==> src/rtl/fb_dac_if.sv <==
// Correction-word bundle from the feedback calc stage to the kicker DAC driver.
// The calc stage is the master; the DAC driver consumes it through the slave modport.
interface fb_dac_if;
    logic        fb_en;
    logic        fb_cond;
    logic [14:0] pout;
    logic        dsp_oflow;

    modport master (output fb_en, fb_cond, pout, dsp_oflow);
    modport slave  (input  fb_en, fb_cond, pout, dsp_oflow);
endinterface

==> src/rtl/fb_dac_driver.sv <==
// Kicker DAC driver: captures the signed correction word on the fb_cond rising
// edge, clamps it to the DAC range, converts to offset binary and presents it
// on a parallel bus with a write pulse. Falls back to midscale when feedback is
// disabled or no update arrives for TIMEOUT idle cycles. Keeps sticky status.
module fb_dac_driver #(
    parameter int DAC_BITS  = 14,
    parameter int WR_CYCLES = 2,
    parameter int TIMEOUT   = 255
) (
    input  logic                clk,
    input  logic                rst_n,
    fb_dac_if.slave             fb,
    input  logic                clr_stat,
    output logic [DAC_BITS-1:0] dac_data,
    output logic                dac_wr,
    output logic                busy,
    output logic                sat_flag,
    output logic [7:0]          oflow_cnt,
    output logic                miss_flag,
    output logic                timeout_flag
);

    typedef enum logic [2:0] {
        S_IDLE    = 3'd0,
        S_CAPTURE = 3'd1,
        S_CONVERT = 3'd2,
        S_LOAD    = 3'd3,
        S_WRITE   = 3'd4
    } state_t;

    localparam logic [DAC_BITS-1:0] MIDSCALE  = {1'b1, {(DAC_BITS-1){1'b0}}};
    localparam logic [2:0]          WR_LAST   = 3'(WR_CYCLES);
    localparam logic [15:0]         TMO_LAST  = 16'(TIMEOUT);
    localparam logic [7:0]          OFLOW_MAX = 8'hFF;

    // Clamp a (DAC_BITS+1)-bit signed word into DAC_BITS signed range.
    // Result is {clamped_flag, clamped_word}; a clamp is needed exactly when
    // the two top bits disagree (value not representable in DAC_BITS).
    function automatic logic [DAC_BITS:0] clamp_word(input logic [DAC_BITS:0] w);
        logic [DAC_BITS:0] r;
        if (w[DAC_BITS] == 1'b0 && w[DAC_BITS-1] == 1'b1) begin
            r = {1'b1, 1'b0, {(DAC_BITS-1){1'b1}}};
        end else if (w[DAC_BITS] == 1'b1 && w[DAC_BITS-1] == 1'b0) begin
            r = {1'b1, 1'b1, {(DAC_BITS-1){1'b0}}};
        end else begin
            r = {1'b0, w[DAC_BITS-1:0]};
        end
        return r;
    endfunction

    // Two's complement to offset binary: flip the sign bit.
    function automatic logic [DAC_BITS-1:0] to_offset(input logic [DAC_BITS-1:0] c);
        return {~c[DAC_BITS-1], c[DAC_BITS-2:0]};
    endfunction

    state_t                state_q, state_d;
    logic                  fb_cond_q;
    logic                  fb_en_q;
    logic [DAC_BITS:0]     pout_q, pout_d;
    logic                  oflow_q, oflow_d;
    logic [DAC_BITS-1:0]   clamp_q, clamp_d;
    logic [DAC_BITS-1:0]   code_q, code_d;
    logic [DAC_BITS-1:0]   dac_data_q, dac_data_d;
    logic                  dac_wr_q, dac_wr_d;
    logic                  busy_q, busy_d;
    logic [2:0]            wr_cnt_q, wr_cnt_d;
    logic [15:0]           tmo_cnt_q, tmo_cnt_d;
    logic                  mid_req_q, mid_req_d;
    logic                  mid_seq_q, mid_seq_d;   // current sequence is a midscale write
    logic                  tmo_src_q, tmo_src_d;   // midscale write was caused by timeout
    logic                  sat_q, sat_d;
    logic                  miss_q, miss_d;
    logic                  tmo_flag_q, tmo_flag_d;
    logic [7:0]            oflow_cnt_q, oflow_cnt_d;

    logic                  rise_s;
    logic                  fall_s;
    logic                  tmo_hit_s;
    logic                  miss_ev_s;
    logic [DAC_BITS:0]     clamp_s;

    assign rise_s    = fb.fb_cond & ~fb_cond_q;
    assign fall_s    = fb_en_q & ~fb.fb_en;
    assign tmo_hit_s = fb.fb_en & (state_q == S_IDLE) & (tmo_cnt_q == TMO_LAST);
    assign miss_ev_s = rise_s & fb.fb_en & (state_q != S_IDLE);
    assign clamp_s   = clamp_word(pout_q);

    // Next-state, datapath and status update logic for the capture/write sequence.
    always_comb begin
        state_d     = state_q;
        pout_d      = pout_q;
        oflow_d     = oflow_q;
        clamp_d     = clamp_q;
        code_d      = code_q;
        dac_data_d  = dac_data_q;
        dac_wr_d    = 1'b0;
        wr_cnt_d    = wr_cnt_q;
        mid_req_d   = mid_req_q | fall_s;
        mid_seq_d   = mid_seq_q;
        tmo_src_d   = tmo_src_q;
        sat_d       = sat_q & ~clr_stat;
        miss_d      = (miss_q & ~clr_stat) | miss_ev_s;
        tmo_flag_d  = tmo_flag_q & ~clr_stat;
        oflow_cnt_d = clr_stat ? 8'h00 : oflow_cnt_q;

        if (!fb.fb_en) begin
            tmo_cnt_d = 16'h0000;
        end else if (state_q == S_IDLE && tmo_cnt_q != TMO_LAST) begin
            tmo_cnt_d = tmo_cnt_q + 16'h0001;
        end else begin
            tmo_cnt_d = tmo_cnt_q;
        end

        case (state_q)
            S_IDLE: begin
                if (rise_s && fb.fb_en) begin
                    pout_d    = fb.pout;
                    oflow_d   = fb.dsp_oflow;
                    mid_seq_d = 1'b0;
                    tmo_src_d = 1'b0;
                    state_d   = S_CAPTURE;
                end else if (mid_req_q || fall_s || tmo_hit_s) begin
                    code_d    = MIDSCALE;
                    mid_seq_d = 1'b1;
                    tmo_src_d = tmo_hit_s;
                    mid_req_d = 1'b0;
                    state_d   = S_LOAD;
                end else begin
                    state_d   = S_IDLE;
                end
            end
            S_CAPTURE: begin
                if (!fb.fb_en) begin
                    state_d = S_IDLE;
                end else begin
                    clamp_d = clamp_s[DAC_BITS-1:0];
                    sat_d   = sat_d | clamp_s[DAC_BITS];
                    state_d = S_CONVERT;
                end
            end
            S_CONVERT: begin
                if (!fb.fb_en) begin
                    state_d = S_IDLE;
                end else if (oflow_q) begin
                    // overflowed words never reach the DAC, only the counter
                    if (clr_stat) begin
                        oflow_cnt_d = 8'h01;
                    end else if (oflow_cnt_q == OFLOW_MAX) begin
                        oflow_cnt_d = OFLOW_MAX;
                    end else begin
                        oflow_cnt_d = oflow_cnt_q + 8'h01;
                    end
                    state_d = S_IDLE;
                end else begin
                    code_d    = to_offset(clamp_q);
                    tmo_src_d = 1'b0;
                    mid_req_d = 1'b0;
                    state_d   = S_LOAD;
                end
            end
            S_LOAD: begin
                if (!fb.fb_en && !mid_seq_q) begin
                    state_d = S_IDLE;
                end else begin
                    dac_data_d = code_q;
                    wr_cnt_d   = 3'd0;
                    tmo_cnt_d  = 16'h0000;
                    tmo_flag_d = tmo_flag_d | tmo_src_q;
                    state_d    = S_WRITE;
                end
            end
            S_WRITE: begin
                // first WRITE cycle is data setup; the pulse, once started, always completes
                if (wr_cnt_q == 3'd0 && !fb.fb_en && !mid_seq_q) begin
                    state_d = S_IDLE;
                end else if (wr_cnt_q == WR_LAST) begin
                    state_d = S_IDLE;
                end else begin
                    dac_wr_d = 1'b1;
                    wr_cnt_d = wr_cnt_q + 3'd1;
                end
            end
            default: begin
                state_d = S_IDLE;
            end
        endcase

        busy_d = (state_d != S_IDLE);
    end

    // All state, datapath and status registers; reset parks the DAC at midscale.
    always_ff @(posedge clk or negedge rst_n) begin
        if (!rst_n) begin
            state_q     <= S_IDLE;
            fb_cond_q   <= 1'b0;
            fb_en_q     <= 1'b0;
            pout_q      <= '0;
            oflow_q     <= 1'b0;
            clamp_q     <= '0;
            code_q      <= MIDSCALE;
            dac_data_q  <= MIDSCALE;
            dac_wr_q    <= 1'b0;
            busy_q      <= 1'b0;
            wr_cnt_q    <= 3'd0;
            tmo_cnt_q   <= 16'h0000;
            mid_req_q   <= 1'b0;
            mid_seq_q   <= 1'b0;
            tmo_src_q   <= 1'b0;
            sat_q       <= 1'b0;
            miss_q      <= 1'b0;
            tmo_flag_q  <= 1'b0;
            oflow_cnt_q <= 8'h00;
        end else begin
            state_q     <= state_d;
            fb_cond_q   <= fb.fb_cond;
            fb_en_q     <= fb.fb_en;
            pout_q      <= pout_d;
            oflow_q     <= oflow_d;
            clamp_q     <= clamp_d;
            code_q      <= code_d;
            dac_data_q  <= dac_data_d;
            dac_wr_q    <= dac_wr_d;
            busy_q      <= busy_d;
            wr_cnt_q    <= wr_cnt_d;
            tmo_cnt_q   <= tmo_cnt_d;
            mid_req_q   <= mid_req_d;
            mid_seq_q   <= mid_seq_d;
            tmo_src_q   <= tmo_src_d;
            sat_q       <= sat_d;
            miss_q      <= miss_d;
            tmo_flag_q  <= tmo_flag_d;
            oflow_cnt_q <= oflow_cnt_d;
        end
    end

    assign dac_data     = dac_data_q;
    assign dac_wr       = dac_wr_q;
    assign busy         = busy_q;
    assign sat_flag     = sat_q;
    assign oflow_cnt    = oflow_cnt_q;
    assign miss_flag    = miss_q;
    assign timeout_flag = tmo_flag_q;

endmodule

==> src/flat_wrapper.sv <==
// flat-port wrapper written by rule: the top's interface ports become plain ports
module fb_dac_driver_flat 
#(
    parameter int DAC_BITS  = 14,
    parameter int WR_CYCLES = 2,
    parameter int TIMEOUT   = 255
)
  (clk, rst_n, clr_stat, dac_data, dac_wr, busy, sat_flag, oflow_cnt, miss_flag, timeout_flag, fb_fb_en, fb_fb_cond, fb_pout, fb_dsp_oflow);
  fb_dac_if fb_i ();
  input  logic clk;
  input  logic rst_n;
  input  logic clr_stat;
  output logic [DAC_BITS-1:0] dac_data;
  output logic dac_wr;
  output logic busy;
  output logic sat_flag;
  output logic [7:0] oflow_cnt;
  output logic miss_flag;
  output logic timeout_flag;
  input wire logic [$bits(fb_i.fb_en)-1:0] fb_fb_en;
  input wire logic [$bits(fb_i.fb_cond)-1:0] fb_fb_cond;
  input wire logic [$bits(fb_i.pout)-1:0] fb_pout;
  input wire logic [$bits(fb_i.dsp_oflow)-1:0] fb_dsp_oflow;
  assign fb_i.fb_en = fb_fb_en;
  assign fb_i.fb_cond = fb_fb_cond;
  assign fb_i.pout = fb_pout;
  assign fb_i.dsp_oflow = fb_dsp_oflow;
  fb_dac_driver #(.DAC_BITS(DAC_BITS), .WR_CYCLES(WR_CYCLES), .TIMEOUT(TIMEOUT)) u_core (.clk(clk), .rst_n(rst_n), .fb(fb_i), .clr_stat(clr_stat), .dac_data(dac_data), .dac_wr(dac_wr), .busy(busy), .sat_flag(sat_flag), .oflow_cnt(oflow_cnt), .miss_flag(miss_flag), .timeout_flag(timeout_flag));
endmodule
==> config.mk <==
export PLATFORM = sky130hd
export DESIGN_NAME = fb_dac_driver_flat
export DESIGN_NICKNAME = d
export VERILOG_FILES = /design/src/rtl/fb_dac_if.sv /design/src/rtl/fb_dac_driver.sv /design/src/flat_wrapper.sv
export SDC_FILE = /design/constraint.sdc
export NUM_CORES = 1
export LEC_CHECK = 0
export CAP_MARGIN = 20
export CORE_ASPECT_RATIO = 2
export CORE_MARGIN = 5
export CORE_UTILIZATION = 45
export DETAILED_ROUTE_END_ITERATION = 12
export PLACE_DENSITY = 0.7
export SYNTH_ARGS = -nofsm -noshare
export SYNTH_HDL_FRONTEND = slang
export SYNTH_SLANG_ARGS = --single-unit
export TNS_END_PERCENT = 100
==> constraint.sdc <==
create_clock -name clk -period 2.26 [get_ports clk]
set_clock_uncertainty 0.1 [all_clocks]
set_input_delay 0.339 -clock clk [delete_from_list [all_inputs] [get_ports clk]]
set_output_delay 0.339 -clock clk [all_outputs]
set_load 0.02 [all_outputs]
==> results_slide.txt <==
Flow Results at a Glance

GRT
  – Largest net degree at the start of global routing: 38
  – First-pass GRT wire length: between 15,000 and 20,000 um

Layout
  – Top cell excl fill/tap: dfrtp_1
  – ANT cells: 0
  – Finished Cell Area: approximately 5600 sq um
  – Area growth from synthesis to layout: 27.39%
  – Fill cells: 821
  – Comb gate area: roughly 1800 sq um
  – Area occupied by registers: 2455 sq um

Logic synthesis
  – Synthesized registers: about 98
  – Synth async-reset ratio: 1.000
  – Synth Warn #: 0
  – Mapped Cells: slightly above 400
  – Seq/Total Area, Yosys: 0.5615
  – Post-Syn Nets: about 440
  – Number of enable flip-flop cells: 0
  – Top FF cell, synth: dfrtp_1

Worst setup path
  – Worst Path Buf+Inv: 2
  – CP endpoint kind: flip-flop
  – Slowest stage delay, CP: a little under 0.6 ns
  – Startpoint types: flip-flop
  – Crit path max fanout: 16
  – CP max stage cell: or4_1
  – CP arrival: between 2 and 2.5 ns
  – Critical Path RT: roughly 2.4 ns

Final timing
  – Worst hold slack: around 0.40 ns
  – RSZ-0062 raised after global routing: false
  – Final worst-path cycle share: 0.9606
  – Tightest Pin Transition: 0.4858 ns
  – Slew HR: 0.6749
  – Min cycle time layout: 2.171 ns
  – Hold Violations, Final: 0

Die
  – CORE AREA: 9635 sq um
  – Die Wd: ~80 um
  – # IOs: about 48
  – # rows: about 51

Power and ir drop
  – Tot Pwr: between 6000 and 7000 uW
  – P_leak: 0.002398 uW

Clock tree
  – H-tree levels: 3
  – Cts bufs inserted: 9
  – Clock Sinks: approximately 98
  – Clk root buf: clkbuf_16
  – TritonCTS clock tree: built

Flow run
  – Max_cap viols: 0

Routing
  – DR DRC count: 0
  – Initial DRC Count: 238
  – First drt pass iteration count: 5

Placement
  – Routability cong.: just over 0.9
  – Dpl ws: -0.1413 ns
  – # port buffers: between 40 and 50
  – Placed Area: approximately 5300 sq um

Run status
  – Outcome: finished clean
==> worst paths after layout <==
kind                                 startpoint                   to  slack, ns  depth (start not counted)
max                        u_core.tmo_cnt_q[13]     u_core.code_q[3]       0.09                          6
min                           u_core.clamp_q[9]     u_core.code_q[9]       0.40                          2
max reg2reg                u_core.tmo_cnt_q[13]     u_core.code_q[3]       0.09                          6
min reg2reg                   u_core.clamp_q[9]     u_core.code_q[9]       0.40                          2
max in group asynchronous                 rst_n    u_core.clamp_q[8]       1.09                          3
min in group asynchronous                 rst_n  u_core.oflow_cnt[3]       0.41                          2
==> worst min-delay path, cell delays in order, from the launching register on <==
cell and delay [ns]:
dfrtp_1 0.35, nand3_1 0.06, o21ai_0 0.06
==> synthesized netlist by cell type (5+ instances only) <==
library cell	number	area, sq um
inv_1	13	48.80
dfrtp_1	96	2402
nand3_1	25	125.1
ha_1	8	100.1
or4_1	6	45.04
nand2b_1	5	31.28
mux2_2	28	315.3
nor2_1	27	101.4
nand4_1	6	37.54
o21ai_0	25	125.1
or3_1	6	37.54
a21oi_1	40	200.2
nand2_1	35	131.4
nor3_1	10	50.05
clkbuf_1	11	41.29
==> registers in the layout, indices dropped and copies added, names as in the netlist, 3 cells and up <==
register	cells
u_core.oflow_cnt	8
u_core.dac_data	14
u_core.tmo_cnt_q	16
u_core.pout_q	15
u_core.clamp_q	14
u_core.wr_cnt_q	3
u_core.code_q	14
u_core.state_q	3
==> repair_timing <==
item / 4_1_cts / 5_1_grt
endpoints found under the hold margin: 31 / 0
buffers inserted: 0 / 0
gates resized: 0 / 2
endpoints found under the setup margin: 0 / 10
hold buffers: 1 / 0
==> cell families (layout without fill, tap and decap cells) <==
| logic type | Yosys count | in the layout | share of synthesized area |
|---|---|---|---|
| simple gates | 149 | 149 | 0.1809 |
| flops | 98 | 98 | 0.5615 |
| compound gates | 90 | 90 | 0.1196 |
| mux | 31 | 31 | 0.07899 |
| buf+inv | 30 | 113 | 0.03005 |
| fa+ha+maj | 8 | 8 | 0.02290 |
| xor+xnor | 3 | 3 | 0.006011 |
==> where the power goes <==
part,total (uW),internal [uW],leakage (uW),switching [uW]
Combinational,2060,984,0.000996,1070
Sequential,2630,2300,0.00127,329
Clock,1400,770,0.000131,634
==> per-layer routing <==
| metal | global-route usage | up-vias | part of all wire |
|---|---|---|---|
| li1 | - | 1636 | - |
| met1 | 0.1988 | 1715 | 0.38 |
| met2 | 0.3371 | 78 | 0.57 |
| met3 | 0.03990 | 16 | 0.033 |
| met4 | 0.08003 | 0 | 0.020 |
| met5 | 0 | - | 0 |
==> per-stage QoR <==
| stage | cells | TNS, ns | util |
|---|---|---|---|
| 2_1_floorplan | 409 | 0 | - |
| 3_3_place_gp | 607 | -0.1618 | 0.5473 |
| 3_5_place_dp | 607 | -0.2067 | 0.5473 |
| 4_1_cts | 624 | 0 | 0.5767 |
| 5_1_grt | 624 | 0 | 0.5780 |
| 6_report | 624 | 0 | 0.5780 |
==> cell type report <==
class,count,share of cell area
Sequential cell,98,0.4408
Inverter,13,0.008762
Multi-Input combinational cell,281,0.3240
Timing Repair Buffer,84,0.1478
Clock buffer,11,0.04359
Tap cell,132,0.02966
Clock inverter,5,0.005392
Fig. 1: signal wires on met1
Scale bar: 20 um. Cells faint in the background.
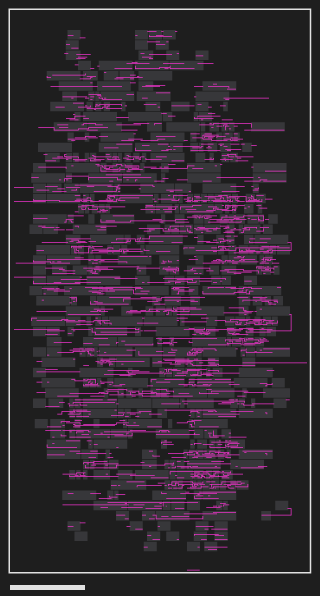
nets with wire on the layer: 474
share of all routed wire: 38%
wire length on this layer: 3,810 um
longest straight run: 23.9 um
wirelength, routed: 9997 um
DR vias: 3,445

Fig. 2: wiring heat map
16 x 30 tiles, from white (low) to dark blue (high), scaled to the fullest tile. Values are wire area over tile area, all layers added.
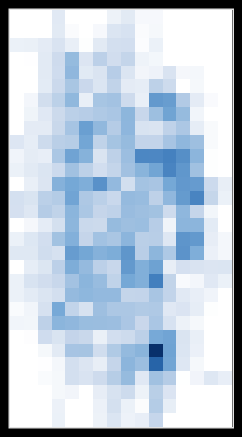
nearly empty tiles: 23%
mean over tiles: 0.13
tiles over half the peak: 7.9%
densest ninth of the die: middle
fullest tile: 0.64

Power and IR drop assume default switching activity.
